<file path="src/rtl/shared_multiplier_scheduler_pkg.sv">
// Shared types and helpers for the shared multiplier scheduler.
// Holds the FSM state encoding, the id-width helper and the result record
// for the default geometry (8-bit operands, 4 requesters).
package shared_multiplier_scheduler_pkg;

    localparam int DEF_DATA_WIDTH  = 8;
    localparam int DEF_N_REQ       = 4;
    localparam int DEF_MULT_CYCLES = 2;

    typedef enum logic [1:0] {
        ST_IDLE    = 2'd0,
        ST_COMPUTE = 2'd1,
        ST_DONE    = 2'd2
    } state_t;

    // Index width for n items; never narrower than one bit.
    function automatic int id_width(input int n);
        return (n > 1) ? $clog2(n) : 1;
    endfunction

    localparam int DEF_ID_W = id_width(DEF_N_REQ);

    typedef struct packed {
        logic [2*DEF_DATA_WIDTH-1:0] product;
        logic [DEF_ID_W-1:0]         id;
    } result_t;

endpackage

</file>
<file path="src/rtl/long_multiplier.sv">
// Purely combinational unsigned WIDTH x WIDTH -> 2*WIDTH multiplier.
// Timing is relaxed by the scheduler, which holds the operands stable
// for several cycles before sampling the product.
module long_multiplier #(
    parameter int WIDTH = 8
) (
    input  logic [WIDTH-1:0]   a,
    input  logic [WIDTH-1:0]   b,
    output logic [2*WIDTH-1:0] product
);

    assign product = {{WIDTH{1'b0}}, a} * {{WIDTH{1'b0}}, b};

endmodule

</file>
<file path="src/rtl/shared_multiplier_scheduler_rr_arbiter.sv">
// Round-robin arbiter: picks the first asserted request strictly after
// the pointer, wrapping cyclically, and reports it one-hot and as an index.
module rr_arbiter #(
    parameter int N_REQ = 4,
    parameter int ID_W  = 2
) (
    input  logic [N_REQ-1:0] req,
    input  logic [ID_W-1:0]  ptr,
    output logic [N_REQ-1:0] grant,
    output logic [ID_W-1:0]  grant_id,
    output logic             grant_any
);

    logic [ID_W:0] scan_idx;

    // Scan ptr+1 .. ptr+N_REQ (mod N_REQ); the first hit wins.
    always_comb begin
        grant_any = 1'b0;
        grant_id  = '0;
        scan_idx  = '0;
        for (int k = 1; k <= N_REQ; k++) begin
            scan_idx = {1'b0, ptr} + (ID_W+1)'(k);
            if (scan_idx >= (ID_W+1)'(N_REQ)) begin
                scan_idx = scan_idx - (ID_W+1)'(N_REQ);
            end
            if (!grant_any && req[scan_idx[ID_W-1:0]]) begin
                grant_any = 1'b1;
                grant_id  = scan_idx[ID_W-1:0];
            end
        end
    end

    genvar gi;
    generate
        for (gi = 0; gi < N_REQ; gi++) begin : g_grant
            assign grant[gi] = grant_any && (grant_id == ID_W'(gi));
        end
    endgenerate

endmodule

</file>
<file path="src/rtl/shared_multiplier_scheduler.sv">
// Shares one combinational long_multiplier among N_REQ requesters.
// A round-robin arbiter grants one request, the operands are latched and the
// multiplier is given MULT_CYCLES cycles to settle before the product is
// registered and tagged with the owning requester id.
// Optional feature macro: MUL_SCHED_SIGNED_EN adds req_signed_i and
// two's-complement handling (magnitudes multiplied, product negated when
// operand signs differ).
module shared_multiplier_scheduler
    import shared_multiplier_scheduler_pkg::*;
#(
    parameter  int DATA_WIDTH  = DEF_DATA_WIDTH,
    parameter  int N_REQ       = DEF_N_REQ,
    parameter  int MULT_CYCLES = DEF_MULT_CYCLES,
    localparam int ID_W        = id_width(N_REQ)
) (
    input  logic                        clk_i,
    input  logic                        rst_n_i,
    input  logic [N_REQ-1:0]            req_valid_i,
    output logic [N_REQ-1:0]            req_ready_o,
    input  logic [N_REQ*DATA_WIDTH-1:0] req_operand_A_i,
    input  logic [N_REQ*DATA_WIDTH-1:0] req_operand_B_i,
`ifdef MUL_SCHED_SIGNED_EN
    input  logic [N_REQ-1:0]            req_signed_i,
`endif
    output logic                        result_valid_o,
    input  logic                        result_ready_i,
    output logic [2*DATA_WIDTH-1:0]     result_o,
    output logic [ID_W-1:0]             result_id_o,
    output logic                        busy_o
);

    localparam int CNT_W = id_width(MULT_CYCLES);

    state_t                  state_reg;
    logic [ID_W-1:0]         ptr_reg;
    logic [CNT_W-1:0]        cnt_reg;
    logic [DATA_WIDTH-1:0]   op_a_reg;
    logic [DATA_WIDTH-1:0]   op_b_reg;
    logic [2*DATA_WIDTH-1:0] result_reg;
    logic [ID_W-1:0]         result_id_reg;
    logic                    valid_reg;
    logic                    busy_reg;

    logic [N_REQ-1:0]        grant;
    logic [ID_W-1:0]         grant_id;
    logic                    grant_any;

    logic [DATA_WIDTH-1:0]   op_a_slice [N_REQ];
    logic [DATA_WIDTH-1:0]   op_b_slice [N_REQ];
    logic [DATA_WIDTH-1:0]   sel_a;
    logic [DATA_WIDTH-1:0]   sel_b;
    logic [DATA_WIDTH-1:0]   op_a_next;
    logic [DATA_WIDTH-1:0]   op_b_next;
    logic [2*DATA_WIDTH-1:0] raw_product;
    logic [2*DATA_WIDTH-1:0] product_next;

    genvar gi;
    generate
        for (gi = 0; gi < N_REQ; gi++) begin : g_slice
            assign op_a_slice[gi] = req_operand_A_i[gi*DATA_WIDTH +: DATA_WIDTH];
            assign op_b_slice[gi] = req_operand_B_i[gi*DATA_WIDTH +: DATA_WIDTH];
        end
    endgenerate

    rr_arbiter #(
        .N_REQ (N_REQ),
        .ID_W  (ID_W)
    ) u_arbiter (
        .req       (req_valid_i),
        .ptr       (ptr_reg),
        .grant     (grant),
        .grant_id  (grant_id),
        .grant_any (grant_any)
    );

    assign sel_a = op_a_slice[grant_id];
    assign sel_b = op_b_slice[grant_id];

`ifdef MUL_SCHED_SIGNED_EN
    logic sel_signed;
    logic neg_next;
    logic neg_reg;

    // The most negative value's magnitude still fits in DATA_WIDTH unsigned bits.
    assign sel_signed   = req_signed_i[grant_id];
    assign op_a_next    = (sel_signed && sel_a[DATA_WIDTH-1]) ? -sel_a : sel_a;
    assign op_b_next    = (sel_signed && sel_b[DATA_WIDTH-1]) ? -sel_b : sel_b;
    assign neg_next     = sel_signed && (sel_a[DATA_WIDTH-1] ^ sel_b[DATA_WIDTH-1]);
    assign product_next = neg_reg ? -raw_product : raw_product;
`else
    assign op_a_next    = sel_a;
    assign op_b_next    = sel_b;
    assign product_next = raw_product;
`endif

    long_multiplier #(
        .WIDTH (DATA_WIDTH)
    ) u_mult (
        .a       (op_a_reg),
        .b       (op_b_reg),
        .product (raw_product)
    );

    assign req_ready_o    = (state_reg == ST_IDLE) ? grant : '0;
    assign result_valid_o = valid_reg;
    assign result_o       = result_reg;
    assign result_id_o    = result_id_reg;
    assign busy_o         = busy_reg;

    // Scheduler FSM: accept one request, wait out the multicycle path, hold the result until taken.
    always_ff @(posedge clk_i) begin
        if (!rst_n_i) begin
            state_reg     <= ST_IDLE;
            ptr_reg       <= ID_W'(N_REQ-1);
            cnt_reg       <= '0;
            op_a_reg      <= '0;
            op_b_reg      <= '0;
            result_reg    <= '0;
            result_id_reg <= '0;
            valid_reg     <= 1'b0;
            busy_reg      <= 1'b0;
`ifdef MUL_SCHED_SIGNED_EN
            neg_reg       <= 1'b0;
`endif
        end else begin
            case (state_reg)
                ST_IDLE: begin
                    if (grant_any) begin
                        op_a_reg  <= op_a_next;
                        op_b_reg  <= op_b_next;
`ifdef MUL_SCHED_SIGNED_EN
                        neg_reg   <= neg_next;
`endif
                        ptr_reg   <= grant_id;
                        cnt_reg   <= CNT_W'(MULT_CYCLES-1);
                        busy_reg  <= 1'b1;
                        state_reg <= ST_COMPUTE;
                    end
                end
                ST_COMPUTE: begin
                    if (cnt_reg != '0) begin
                        cnt_reg <= cnt_reg - CNT_W'(1);
                    end else begin
                        result_reg    <= product_next;
                        result_id_reg <= ptr_reg;
                        valid_reg     <= 1'b1;
                        state_reg     <= ST_DONE;
                    end
                end
                ST_DONE: begin
                    if (result_ready_i) begin
                        valid_reg <= 1'b0;
                        busy_reg  <= 1'b0;
                        state_reg <= ST_IDLE;
                    end
                end
                default: begin
                    state_reg <= ST_IDLE;
                end
            endcase
        end
    end

endmodule
</file>
<file path="config.mk">
export PLATFORM = sky130hd
export DESIGN_NAME = shared_multiplier_scheduler
export DESIGN_NICKNAME = d
export VERILOG_FILES = /design/src/rtl/shared_multiplier_scheduler_pkg.sv /design/src/rtl/long_multiplier.sv /design/src/rtl/shared_multiplier_scheduler_rr_arbiter.sv /design/src/rtl/shared_multiplier_scheduler.sv
export SDC_FILE = /design/constraint.sdc
export NUM_CORES = 1
export LEC_CHECK = 0
export CORE_MARGIN = 5
export CORE_UTILIZATION = 45
export DETAILED_ROUTE_END_ITERATION = 8
export GPL_TIMING_DRIVEN = 0
export PLACE_DENSITY = 0.76
export SKIP_CTS_REPAIR_TIMING = 1
export SLEW_MARGIN = 20
export SYNTH_ARGS = -nofsm -noshare
export SYNTH_HDL_FRONTEND = slang
export SYNTH_SLANG_ARGS = --single-unit
</file>
<file path="constraint.sdc">
create_clock -name clk_i -period 3.9 [get_ports clk_i]
set_clock_uncertainty 0.2 [all_clocks]
set_input_delay 0.39 -clock clk_i [delete_from_list [all_inputs] [get_ports clk_i]]
set_output_delay 0.39 -clock clk_i [all_outputs]
set_load 0.03 [all_outputs]
</file>
Figure 1. Track usage over the die.
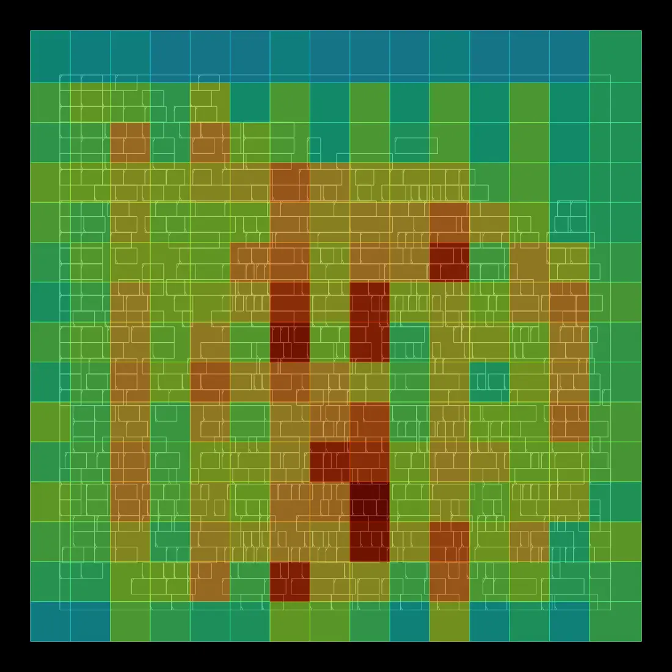
Util after Layout: 0.638
WL/cell: 15.1 um
GR Util met2: 0.302
GRT met1 Usage: 0.220
GR Layer Usage met3: 0.0373

Figure 2. Signal wires on met1.
Bar = 20 um.
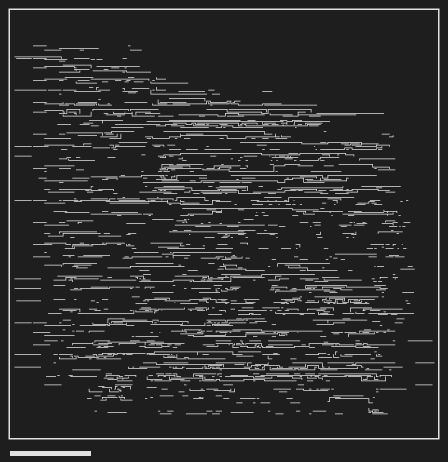
The layer carries 4290 um of wire. The longest straight run is 33.6 um. The layer holds 43% of the routed length.

==> qor.yml <==
pwr:
  cellPowerDensity_nw_per_um2: 316
floorplan:
  die_x_um: 106
  fp_util: 0.467
timing:
  finalCriticalPeriod_ps: 4120
  fin_ws_ps: -218
  setup_violations: 6
  worst_slew_pin_slew_ps: 504
grt:
  grt_max_degree: 14
  antenna_found_initial: 0
logic_synthesis:
  syn_inst: 443
  synthMuxAreaShare: 0.117
  yosysTopAreaCellShare: 0.200
  top_cells_by_count: "and2_1 (51), inv_1 (48), mux2i_1 (48), dfxtp_1 (41), nand2_1 (38)"
  yosys.stat.seqShare: 0.200
  ys_chip_area_um2: 4110
  synth_cell_types: 50
  synthesis.nets: 586
  ys_warn_count: 0
final_layout:
  layout.cells.non_filler: 667
  stdcell_area_um2: 5620
  area_delta_synth_final_pct: 36.7
  antenna_cells: 0
  fin_nets: 701
critical_path:
  r2r-start: "op_a_reg[4]"
  worstSetupEndpointType: "register"
  slowest_delay_ps: 560
  setup.worst_path.start_class: "register"
place:
  port_buffers: 94
  hpwlAfterDp_um: 8070
hold_path:
  hold_path.class: "reg2reg"
status:
  failed_checks: "setup timing"
  status: "finished, violations left"
route:
  dr.pass1.iters: 4
cells in the final DEF (no fill, tap or decap), types with 13 or more instances in the layout:
| master | netlist | layout |
|---|---|---|
| buf_4 | 0 | 13 |
| a22o_1 | 16 | 16 |
| and2_1 | 51 | 42 |
| a21oi_1 | 18 | 18 |
| dfxtp_4 | 0 | 13 |
| ha_1 | 36 | 30 |
| mux2i_1 | 48 | 48 |
| nand2_1 | 38 | 35 |
| dfxtp_1 | 41 | 27 |
| clkdlybuf4s50_1 | 0 | 94 |
| nor2_1 | 19 | 19 |
| fa_1 | 36 | 34 |
| inv_1 | 48 | 42 |
path summary, 6_finish.rpt:
| check | depth (start not counted) | end | slack [ps] |
|---|---|---|---|
| setup / recovery | 13 | result_o[15] | -220 |
| hold / removal | 2 | result_o[2] | 260 |
| setup reg to reg | 13 | result_o[15] | -220 |
| hold reg to reg | 2 | result_o[2] | 260 |
power by group:
part	switching [mW]	total [mW]	internal [mW]	leakage, nW
Sequential	0.101	0.584	0.484	0.345
Combinational	0.430	0.882	0.452	2.19
Clock	0.146	0.312	0.166	0.0536
layer usage:
layer / track usage / up-vias / part of all wire
met4: 0.0333 / 0 / 0.013
met1: 0.220 / 1673 / 0.43
met5: 0 / - / 0
li1: - / 1733 / -
met3: 0.0373 / 10 / 0.059
met2: 0.302 / 97 / 0.50
kinds of logic after synthesis:
logic type | count (synthesis)
simple gates | 142
compound gates | 72
fa+ha+maj | 72
buf+inv | 61
mux | 48
flops | 41
xor+xnor | 7
area by class of cell:
type	count	area, um^2	share of cell area
inverter	48	180	0.0320
timing repair buffer	108	1050	0.187
clock inverter	1	8.76	0.00156
tap	108	135	0.0240
buffer	13	109	0.0194
sequential	41	871	0.155
clock buffer	7	97.6	0.0174
multi-input combinational	341	3170	0.564
Power figures rest on the tool's default switching activity, not on a simulated workload.
